Design accum_sched_flat, sky130hd; sources not shown.
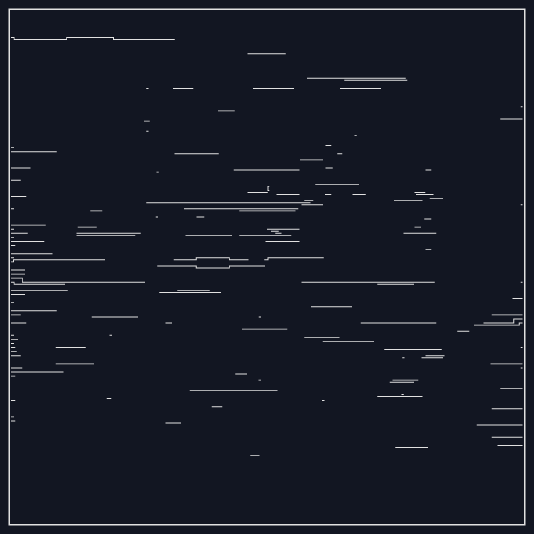
*Signal wires on met3, run 1*
(3 px per um)
- nets with wire on the layer: 105
- longest straight run: 54.5 um
- wire length on this layer: 1300 um
- main direction: horizontal
routed wire length: 31.61 mm
via count: 8820
met3 usage in global routing: 2.367%

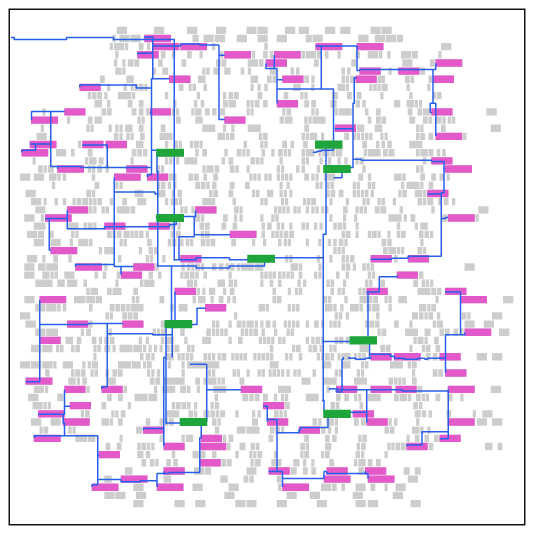
*Clock wires, drivers and flops, run 1*
(3 px per um)
- flip-flops: magenta (count 101)
- clock-net drivers: green (count 9)
- clock wires: blue (length 1830 um)
- routed clock nets: 10
portion of total power attributed to the clock network: 20.2%
Clk Latency, worst-skew pair: 370 ps
Max Clock Skew: 15.36 ps

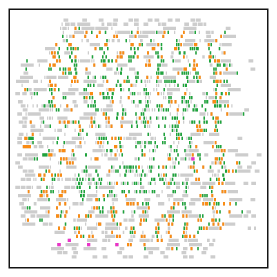
*Logic cells by family, run 1*
(1.5 px per um)
- non-inverting ao/oa cells: magenta (cells 5; most used o21a_1)
- nand cells: green (cells 528; most used nand2_1)
- aoi and oai cells: orange (cells 302; most used o21ai_0; where all over the die)
most instantiated logic cell after routing: nand2_1
number of standard cells in the final layout excluding fillers: 1788
combinational share of cell area: 50.48%

==> summary.txt, run 1 <==
Physical design

The run finished with clean final reports. The multiplexer fraction of the synthesized cell area stands at 0%. The mean instance size in the synthesized netlist stands at 5.964 um2. The smallest hold slack stands at between 400 and 500 ps. Grouping stages by cell kind, the critical path spends the most delay in buffers and inverters.

The area growth from synthesis to final layout stands at 19.79%. The warning tally printed by Yosys for this design is 0. The number of levels the H-tree was split into stands at 3. The number of buffers inserted by post-CTS setup repair stands at 0. The number of gates resized after CTS was 0. The boundary pin count stands at between 100 and 150. The number of flops mapped to enable cells by yosys stands at 0.

Counting instances, the worst hold path has a depth of 2. Of all flip-flops after synthesis, the portion carrying an async set or reset was 36.63%. STA classifies the critical path endpoint as an output pin. The combinational group share of total power stands at 52.0%. The CTS sink count stands at approximately 100. TritonCTS built the clock tree.

Setup repair after global routing left no endpoint under its margin. Dividing the detail-routed wire length by the instance count gives around 18 um. The leakage dissipation stands at roughly 5 nW. The post-route utilization of the core is recorded as between 30% and 40%. Summed over all sequential cells, the power is between 600 and 700 uW. STA classifies the critical path startpoint as an input pin. The cell sitting at the root of the clock tree is a clkbuf_16.

The internal reg-to-reg setup slack stands at around 4400 ps. In the Yosys report the total cell count is ~1400. The half-perimeter wire length after detailed placement stands at about 22 mm. The report lists the power per cell area as ~220 nW/um2.

In the power breakdown, the internal column shows approximately 1.1 mW. The number of buffers inserted by hold repair at cts stands at 0. STA reports the tightest min-delay check as being of type flip-flop to flip-flop. Synthesis produced a netlist whose cell count is approximately 1400.
==> run 1: area by class of cell <==
| type | instances | area [um2] | share of cell area (%) |
|---|---|---|---|
| tap | 335 | 419.2 | 4.267 |
| timing repair buffer | 120 | 1171 | 11.92 |
| inverter | 203 | 762.0 | 7.757 |
| clock buffer | 10 | 229.0 | 2.331 |
| sequential | 101 | 2207 | 22.47 |
| clock inverter | 6 | 76.32 | 0.7770 |
| multi-input combinational | 1013 | 4959 | 50.48 |
==> run 1: layer usage <==
layer	track usage, %	wire [um]	up-vias
met5	0	0	-
met4	5.213	398	0
met3	2.367	1303	31
met2	34.74	13950	205
met1	31.56	15960	4074
li1	-	-	4510
==> run 1: placed cells by master, fill, tap and decap left out, drive strengths merged, types with 3 or more instances in the layout <==
cell             n
nor3             8
nand2          454
ha              31
buf             11
or2             41
clkdlybuf4s50  109
nand4            7
dfrtp           37
a21oi           96
inv            206
o21bai          10
xnor2           13
o31ai            6
dfxtp           64
o211ai          17
xor2             4
o22ai            3
nor2            79
o21ai          164
nand3           65
clkbuf          10
o21a             4
==> run 1: metrics by stage <==
| step | area [um2] | instances | worst slack [ps] |
|---|---|---|---|
| 2_1_floorplan | 8200 | 1375 | 4900 |
| 3_3_place_gp | 9518 | 1772 | 3487 |
| 3_5_place_dp | 9518 | 1772 | 3417 |
| 4_1_cts | 9823 | 1788 | 3599 |
| 5_1_grt | 9823 | 1788 | 3426 |
| 6_report | 9823 | 1788 | 3608 |
==> run 1: worst reg2reg max path, delay by kind of cell, from the launching register on <==
kind / cells / cell delay, ps
AND-OR/OR-AND: 1 / 170
adder cells (fa/ha/maj): 1 / 220
buffers and inverters: 4 / 1290
flip-flops: 1 / 420
AND/OR/NAND/NOR: 14 / 2170
==> run 1 -> run 2 <==
==> constraint.sdc (replaced) <==
create_clock -name clk -period 4.6 [get_ports clk]
set_input_delay 0.46 -clock clk [delete_from_list [all_inputs] [get_ports clk]]
set_output_delay 0.46 -clock clk [all_outputs]
set_load 0.1 [all_outputs]
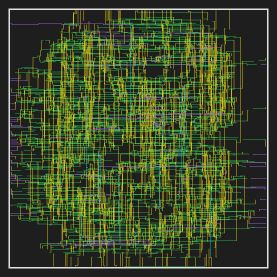
*Signal wires by layer, run 2*
(1.5 px per um)
- M1: green (wire length 15600 um)
- M4: cyan (wire length 467 um)
- M3: purple (wire length 1500 um)
- M2: yellow (wire length 13500 um)
routed len/inst: 17.32 um
GRT Resource Usage Total: 21.37%
routed wire length: 31.12 mm
via count: 8916

==> run 2 against run 1 <==
Global-route usage shrank 0.39 points; clock power rose by 110%; setup slack worse by 2600 ps; sequential power rose by 91%; sequential share of layout area down 0.35 points; largest cell class unchanged; critical endpoint is now u_core.bus.rsp_data[12].
==> summary.txt, run 2 <==
Physical design

The power density over cell area stands at 429.6 nW/um2 (was 222.0 nW/um2). The boundary pin count is 111 (unchanged). The total of cells resized after clock tree synthesis stands at 0 (unchanged). The fraction of final layout cells sized beyond drive strength 1 came to 6.224% (was 5.643%). The cell area after placement was 9628 um2 (was 9518 um2). The dominant register cell in the synthesized netlist is dfxtp_1 (unchanged). The final cell area excluding filler cells is 9977 um2 (was 9823 um2). The number of buffers inserted by hold repair at cts came to 0 (unchanged). The half-perimeter wire length after detailed placement stands at 22.73 mm (was 22.33 mm). The internal reg-to-reg setup slack is 1210 ps (was 4420 ps). The combinational group share of total power stands at 51.0% (was 52.0%). The area growth from synthesis to final layout stands at 21.67% (was 19.79%). The mean instance size in the synthesized netlist was 5.964 um2 (unchanged).

The design internal power was 2.175 mW (was 1.069 mW). Unrepaired setup endpoints after global routing: no (unchanged). The number of flops mapped to enable cells by yosys stands at 0 (unchanged). Run status: completed (unchanged).

The leakage dissipation came to 4.958 nW (was 4.877 nW). Dominant logic cell types in the final layout: nand2_1 (451), inv_1 (196), o21ai_0 (136) (was nand2_1 (451), inv_1 (195), o21ai_0 (136)). The cell chosen for the clock root was clkbuf_16 (unchanged). The global-route wire length before repair stands at 48.90 mm (was 49.49 mm).

The core occupancy in the finished layout stands at 37.75% (was 37.17%). The number of warnings reported in the yosys synthesis log was 0 (unchanged). The async set-reset flop share out of synthesis stands at 36.63% (unchanged). The worst setup skew after layout came to 12.20 ps (was 15.36 ps). The cell count listed in synth_stat.txt came to 1375 (unchanged). The clock network fraction of total power stands at 21.9% (was 20.2%). The top logic cell by instance count in the layout was nand2_1 (unchanged).

The clock network latency to the later pin of the worst-skew pair came to 360 ps (was 370 ps). The number of levels the H-tree was split into was 3 (unchanged). The gate count after technology mapping was 1375 (unchanged). The type of the worst min-delay path was input pin to async pin (was flip-flop to flip-flop). The CTS sink count came to 101 (unchanged). The smallest hold slack stands at 202.0 ps (was 460.8 ps). The final routed DRC violation total stands at 0 (unchanged). The capturing element type of the critical path is a flip-flop (was output pin). The category of the worst setup path launch point was an input pin (unchanged).

The number of buffers inserted by post-CTS setup repair stands at 0 (unchanged). The number of standard-cell rows in the floorplan was 59 (unchanged). The post-route non-filler standard cell count came to 1797 (was 1788). The clock tree from TritonCTS was done (unchanged).
[run 2: cell counts after synthesis]
No cell type changed its count.
[run 2: cell type report]
class                           instances  area [um2]
Timing Repair Buffer                  129        1284
Inverter                              203       762.0
Fill cell                            2927       16450
Clock buffer                           11       242.7
Multi-Input combinational cell       1013        4956
Tap cell                              335       419.2
Sequential cell                       101        2207
Clock inverter                          5       106.4
[run 2: worst max-delay path, stage by stage]
cell	delay, ps
clkdlybuf4s50_1	520
a21boi_1	260
nand2_4	100
or2_2	300
o21ai_0	110
inv_1	70
ha_1	250
fa_1	490
nand3_1	100
nand3_1	150
nand3_1	120
nand3_1	220
xnor2_1	410
nand2_1	80
o21ai_0	100
o21ai_0	100
[run 2: metal layers]
layer / vias to the layer above / part of all wire [%] / track usage, %
met5: - / 0 / 0
met4: 0 / 1.5 / 4.724
met3: 30 / 4.8 / 2.712
met2: 243 / 43 / 33.22
met1: 4107 / 50 / 31.63
li1: 4536 / - / -
[run 2: per-stage QoR]
stage / power (mW) / setup slack (ps)
after detailed placement: 3.367 / 577.7
after CTS: 4.320 / 959.9
after global routing: 4.523 / 617.0
final: 4.286 / 974.3
after global placement: 3.370 / 574.5
after floorplan: 2.740 / 699.8
[run 2: cells by family (layout without fill, tap and decap cells)]
kind of cell,Yosys count,count (layout),synth area share (%)
simple gates,657,657,33.29
compound gates,307,307,20.22
buf+inv,261,348,12.79
flops,101,101,26.91
fa+ha+maj,32,32,4.974
xor+xnor,17,17,1.816
[run 2: power by group through the flow]
stage,Sequential [mW],Clock (mW),Combinational (mW)
finish,1.16,0.940,2.19
global route,1.19,0.992,2.34
CTS,1.16,0.962,2.20
detailed placement,1.18,0,2.19
global placement,1.18,0,2.19
floorplan,1.98,0,0.760
Power figures rest on the tool's default switching activity, not on a simulated workload.
